<file path="src/rtl/midi_msg_parser.sv">
// MIDI channel-voice message parser with a first-word-fall-through event FIFO.
// Optional `MIDI_CHAN_FILTER_EN adds a chan_sel port; only matching channels are queued.
module midi_msg_parser #(
  parameter int FIFO_DEPTH = 4,
  parameter int FIFO_AW    = 2
) (
  input  logic       clk,
  input  logic       rst,
  input  logic [7:0] byte_in,
  input  logic       byte_valid,
`ifdef MIDI_CHAN_FILTER_EN
  input  logic [3:0] chan_sel,
`endif
  output logic       ev_valid,
  output logic [1:0] ev_type,
  output logic [3:0] ev_chan,
  output logic [6:0] ev_note,
  output logic [6:0] ev_vel,
  input  logic       ev_rd,
  output logic       fifo_full,
  output logic       overflow
);

  typedef enum logic [1:0] {IDLE, WAIT_D1, WAIT_D2, SYSEX} state_t;

  localparam logic [FIFO_AW:0] DEPTH_C = (FIFO_AW + 1)'(FIFO_DEPTH);

  state_t     state;
  logic [7:0] status;
  logic [6:0] d1;

  logic        is_rt;
  logic        is_data;
  logic        msg_done;
  logic        ev_keep;
  logic [1:0]  ev_kind;
  logic        chan_ok;
  logic        push;
  logic [19:0] entry;

  assign is_rt    = (byte_in >= 8'hF8);
  assign is_data  = ~byte_in[7];
  assign msg_done = byte_valid && is_data && (state == WAIT_D2);

  // Velocity-zero note-on is reported as note-off.
  always_comb begin
    ev_keep = 1'b0;
    ev_kind = 2'b00;
    case (status[7:4])
      4'h8: begin ev_keep = 1'b1; ev_kind = 2'b00; end
      4'h9: begin ev_keep = 1'b1; ev_kind = (byte_in[6:0] != 7'd0) ? 2'b01 : 2'b00; end
      4'hB: begin ev_keep = 1'b1; ev_kind = 2'b10; end
      default: begin ev_keep = 1'b0; ev_kind = 2'b00; end
    endcase
  end

`ifdef MIDI_CHAN_FILTER_EN
  assign chan_ok = (status[3:0] == chan_sel);
`else
  assign chan_ok = 1'b1;
`endif

  assign push  = msg_done && ev_keep && chan_ok;
  assign entry = {ev_kind, status[3:0], d1, byte_in[6:0]};

  // Parser FSM; real-time bytes leave everything untouched.
  always_ff @(posedge clk) begin
    if (rst) begin
      state  <= IDLE;
      status <= 8'h00;
    end else if (byte_valid && !is_rt) begin
      if (!is_data) begin
        if (byte_in < 8'hF0) begin
          status <= byte_in;
          state  <= WAIT_D1;
        end else if (byte_in == 8'hF0) begin
          status <= 8'h00;
          state  <= SYSEX;
        end else begin
          status <= 8'h00;
          state  <= IDLE;
        end
      end else begin
        case (state)
          WAIT_D1: if (status[7:5] != 3'b110) state <= WAIT_D2;
          WAIT_D2: state <= WAIT_D1;
          default: state <= state;
        endcase
      end
    end
  end

  always_ff @(posedge clk) begin
    if (byte_valid && is_data && (state == WAIT_D1)) d1 <= byte_in[6:0];
  end

  logic [19:0]        mem [FIFO_DEPTH];
  logic [FIFO_AW-1:0] wr_ptr;
  logic [FIFO_AW-1:0] rd_ptr;
  logic [FIFO_AW:0]   count;
  logic               full;
  logic               pop;
  logic               do_push;
  logic               drop;
  logic [19:0]        head;

  assign full    = (count == DEPTH_C);
  assign pop     = ev_rd && (count != '0);
  assign do_push = push && (!full || pop);
  assign drop    = push && full && !pop;

  always_ff @(posedge clk) begin
    if (rst) begin
      wr_ptr   <= '0;
      rd_ptr   <= '0;
      count    <= '0;
      overflow <= 1'b0;
    end else begin
      if (do_push) wr_ptr <= wr_ptr + 1'b1;
      if (pop)     rd_ptr <= rd_ptr + 1'b1;
      case ({do_push, pop})
        2'b10:   count <= count + 1'b1;
        2'b01:   count <= count - 1'b1;
        default: count <= count;
      endcase
      if (drop) overflow <= 1'b1;
    end
  end

  always_ff @(posedge clk) begin
    if (do_push) mem[wr_ptr] <= entry;
  end

  // Fields are forced to zero while empty so the head slot's stale contents never show.
  assign head      = mem[rd_ptr];
  assign ev_valid  = (count != '0);
  assign ev_type   = ev_valid ? head[19:18] : 2'b00;
  assign ev_chan   = ev_valid ? head[17:14] : 4'h0;
  assign ev_note   = ev_valid ? head[13:7]  : 7'h00;
  assign ev_vel    = ev_valid ? head[6:0]   : 7'h00;
  assign fifo_full = full;

endmodule

</file>
<file path="config.mk">
export PLATFORM = sky130hd
export DESIGN_NAME = midi_msg_parser
export DESIGN_NICKNAME = d
export VERILOG_FILES = /design/src/rtl/midi_msg_parser.sv
export SDC_FILE = /design/constraint.sdc
export NUM_CORES = 1
export LEC_CHECK = 0
export ABC_AREA = 0
export CAP_MARGIN = 0
export CORE_MARGIN = 2
export CORE_UTILIZATION = 50
export CTS_BUF_LIST = sky130_fd_sc_hd__clkbuf_16
export CTS_CLUSTER_SIZE = 16
export DETAILED_ROUTE_END_ITERATION = 10
export HOLD_SLACK_MARGIN = 0.08
export PLACE_DENSITY = 0.73
export SYNTH_ARGS = -nofsm -noshare
export SYNTH_HDL_FRONTEND = slang
export SYNTH_SLANG_ARGS = --single-unit
</file>
<file path="constraint.sdc">
create_clock -name clk -period 2.7 [get_ports clk]
set_input_delay 0.675 -clock clk [delete_from_list [all_inputs] [get_ports clk]]
set_output_delay 0.675 -clock clk [all_outputs]
set_load 0.03 [all_outputs]
</file>
power_grid.png
The bar under the picture is 20 um long. Pins as bars on the die edge.
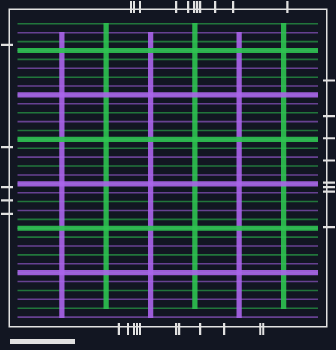
legend:
  VSS:
    color: purple
  VDD:
    color: green
met4 straps: 6
met1 rails: 34
signal pins: 35

placement_by_type.png
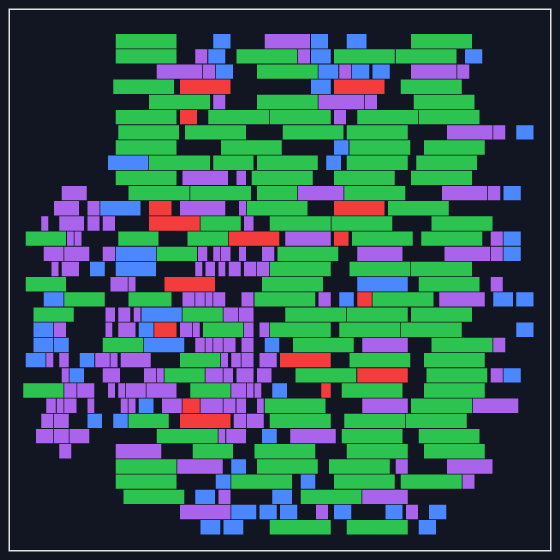
legend:
  flops:
    color: green
    cells: 107
    share_of_their_area: 59%
  combinational and other logic:
    color: purple
    cells: 142
    share_of_their_area: 24%
  other buffers and delay cells:
    color: blue
    cells: 58
    share_of_their_area: 11%
  clock drivers and dummy loads:
    color: red
    cells: 16
    share_of_their_area: 5.5%
Core Region: 0.008258 mm2
Final Util: 63.88%
row cnt: 33
sequential share of cell area: 57.14%

==> flow_summary_export.csv <==
group,metric,value,unit
status,status,"completed",
final_timing,hold_violations,0,
power,peakVddDrop,324.8,uV
placed_design,portBuffers,34,
synth,synth-edff-count,87,
synth,synth_cell_type_count,39,
final_timing,slew_violations,0,
route,vias,2407,
synth,syn_avg_cell_area,16.40,um2
placed_design,dpl.hpwl,4869,um
final_timing,setup_violations,0,
placed_design,gp_congestion,0.7936,
final_timing,holdWs,469.4,ps
synth,ys_chip_area,0.004298,mm2
route,drtPass1Iterations,4,
layout,syn2layout_area_growth,22.74,%
layout,fillers,605,
die,die-area,0.009354,mm2
synth,synthCells,262,
synth,syn-num-nets,279,
clock_tree,cts_tree,"done",
synth,synthFlopType,"edfxtp_1",
flow_run,cap_violations,0,
die,die_w,96.72,um
layout,final_nets,335,
final_timing,max_slew_margin,60.21,%
clock_tree,clock-root-buffer,"clkbuf_16",
global_routing,antenna_found_initial,0,
route,drc,0,
route,drtIter0Drc,76,
synth,synthArstFlopShare,0,%
synth,synth_seq_share,70.10,%
synth,syn_area,0.004298,mm2
die,initCoreUtil,52.05,%
setup_path,arrival,1960,ps
final_timing,fmax,379.8,MHz
setup_path,startpoint_type,"flop",
route,totalWireLength,7860,um
power,p_per_area,615.2,mW/mm2
final_timing,fin_tns_setup,0,ps
layout,flop_area,0.003014,mm2
setup_path,endpoint_kind,"primary output",
die,die_y,96.72,um
global_routing,grt_max_degree,22,
clock_tree,clk_pin_slew,70,ps
flow_run,warnings,29,
clock_tree,post-cts-setup-buffers,0,
global_routing,grt_remaining_overflow,0,
setup_path,critPathRequiredTime,2030,ps
die,ios,35,
layout,comb_area,0.001235,mm2
synth,topCellsByArea,"edfxtp_1, mux4_2, dfxtp_1, and2_1, nand4_1",
synth,synth_flops,107,
setup_path,crit_path_max_fanout,10,
global_routing,grt_pass1_vias,2456,
synth,synth_top_cell_by_area,"edfxtp_1",
power,cellLeakagePower,1.862,nW
power,p_total,3.245,mW
final_timing,tightestPinTransition,591.5,ps
synth,yosys_warnings,0,
global_routing,grt_pass1_wl,12450,um
synth,synth_top_area_share,60.79,%
final_timing,fin_crit_sh,97.53,%
final_timing,fin_crit,2633,ps
route,ant_nets,0,
clock_tree,clk_path_buf_depth,2,
min_path,hold_path_class,"flop to flop",
synth,ys_cells,262,
synth,yosysMostFrequentCell,"edfxtp_1",
clock_tree,cts_buffers,9,
clock_tree,cts.sink_count,107,
layout,antennaDiodeCount,0,
synth,common_cells,"edfxtp_1, and2_1, dfxtp_1, mux4_2, nand2_1",
route,viasPerCell,5.624,
final_timing,rsz0062_at_grt,"no",
setup_path,worstSetupPathType,"flop to primary output",
layout,drive_above_1_share,21.05,%
clock_tree,htreeDepth,3,
clk_routes.png
The bar under the picture is 20 um long.
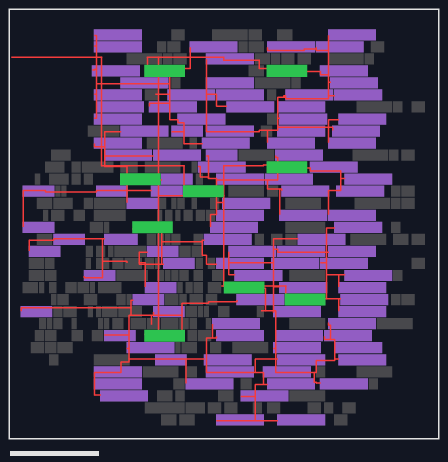
legend:
  clock wires:
    color: red
    length: 1030 um
  flip-flops:
    color: purple
    count: 107
  clock drivers:
    color: green
    count: 9
routed clock nets: 10
worst skew pair latency: 350 ps
power share of the clock group: 38.1%
clock skew: 8.850 ps
clk pwr: 1.24 mW

wires.png
The bar under the picture is 20 um long.
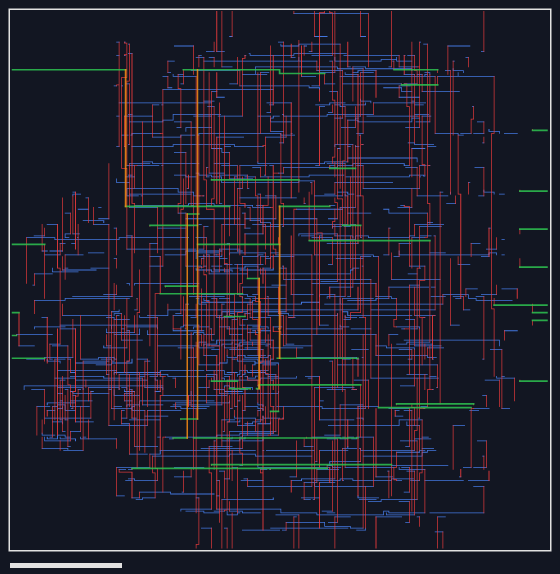
legend:
  metal 4:
    color: orange
    wire_length: 174 um
  metal 2:
    color: red
    wire_length: 4100 um
  metal 1:
    color: blue
    wire_length: 3180 um
  metal 3:
    color: green
    wire_length: 410 um
Tot GR Track Use: 17.50%
DR WL/cell: 18.36 um

[worst max-delay path, stage by stage, from the launching register on]
cell	delay (ps)
dfxtp_2	400
clkbuf_16	200
mux4_2	510
and2_1	160
dlygate4sd2_1	340
[layer usage]
metal	part of all wire, %	GRT usage [%]	up-vias
met2	52	30.29	64
met4	2.2	7.151	0
met5	0	0	-
li1	-	-	1125
met3	5.2	3.829	14
met1	40	21.39	1204
[through the flow]
| stage | worst slack (ps) | instances | area, um2 |
|---|---|---|---|
| 2_1_floorplan | 71.72 | 262 | 4298 |
| 3_3_place_gp | -422.3 | 411 | 4964 |
| 3_5_place_dp | -434.5 | 411 | 4964 |
| 4_1_cts | 3.957 | 427 | 5238 |
| 5_1_grt | 3.269 | 428 | 5275 |
| 6_report | 66.71 | 428 | 5275 |
[flip-flops by register name, summed over array words and instances (netlist names), named ones only]
name and flops:
mem 80, status 8, d1 7, count 3, rd_ptr 2, state 2
wr_ptr 2, overflow 1
[what timing repair did]
item	CTS	global route
resized	23	5
hold buffers	0	0
endpoints found under the setup margin	22	11
cloned	0	1
pin swaps	2	2
[placed cells by master, fill, tap and decap left out, drive strengths merged, types with 4 or more instances in the layout]
master         netlist  routed
edfxtp              87      87
and2                25      25
buf                  4      23
mux4                20      20
dlygate4sd2          0      20
dfxtp               20      20
nand2               14      14
clkdlybuf4s50        0      12
nor2                11      11
a21oi               10      10
clkbuf               9      10
nand4                9       9
inv                  5       8
ha                   4       4
and3                 4       4
[path summary, 6_finish.rpt]
kind              startpoint          to  slack, ps  depth (start not counted)
setup / recovery        flop  ev_note[5]         70                          4
hold / removal     status[7]   status[7]        470                          2
setup reg to reg    count[0]    count[2]        420                          7
hold reg to reg    status[7]   status[7]        470                          2
[cell families after synthesis]
kind of cell    synth area share [%]
compound gates                 2.940
mux                            11.64
xor+xnor                      0.6115
buf+inv                        1.689
fa+ha+maj                      1.630
flops                          70.10
simple gates                   11.38
[area by class of cell]
| type | instances | area share [%] |
|---|---|---|
| sequential | 107 | 57.14 |
| clock buffer | 9 | 4.269 |
| multi-input combinational | 137 | 23.41 |
| tap | 105 | 2.491 |
| clock inverter | 7 | 1.139 |
| inverter | 5 | 0.3558 |
| timing repair buffer | 58 | 11.20 |
[power by group]
group / switching (mW) / internal, mW / total (mW)
combinational: 0.111 / 0.0939 / 0.205
clock: 0.596 / 0.641 / 1.24
sequential: 0.0166 / 1.79 / 1.80
total: 0.724 / 2.52 / 3.25
No activity file was given, so power comes from the tool's default toggle rates.
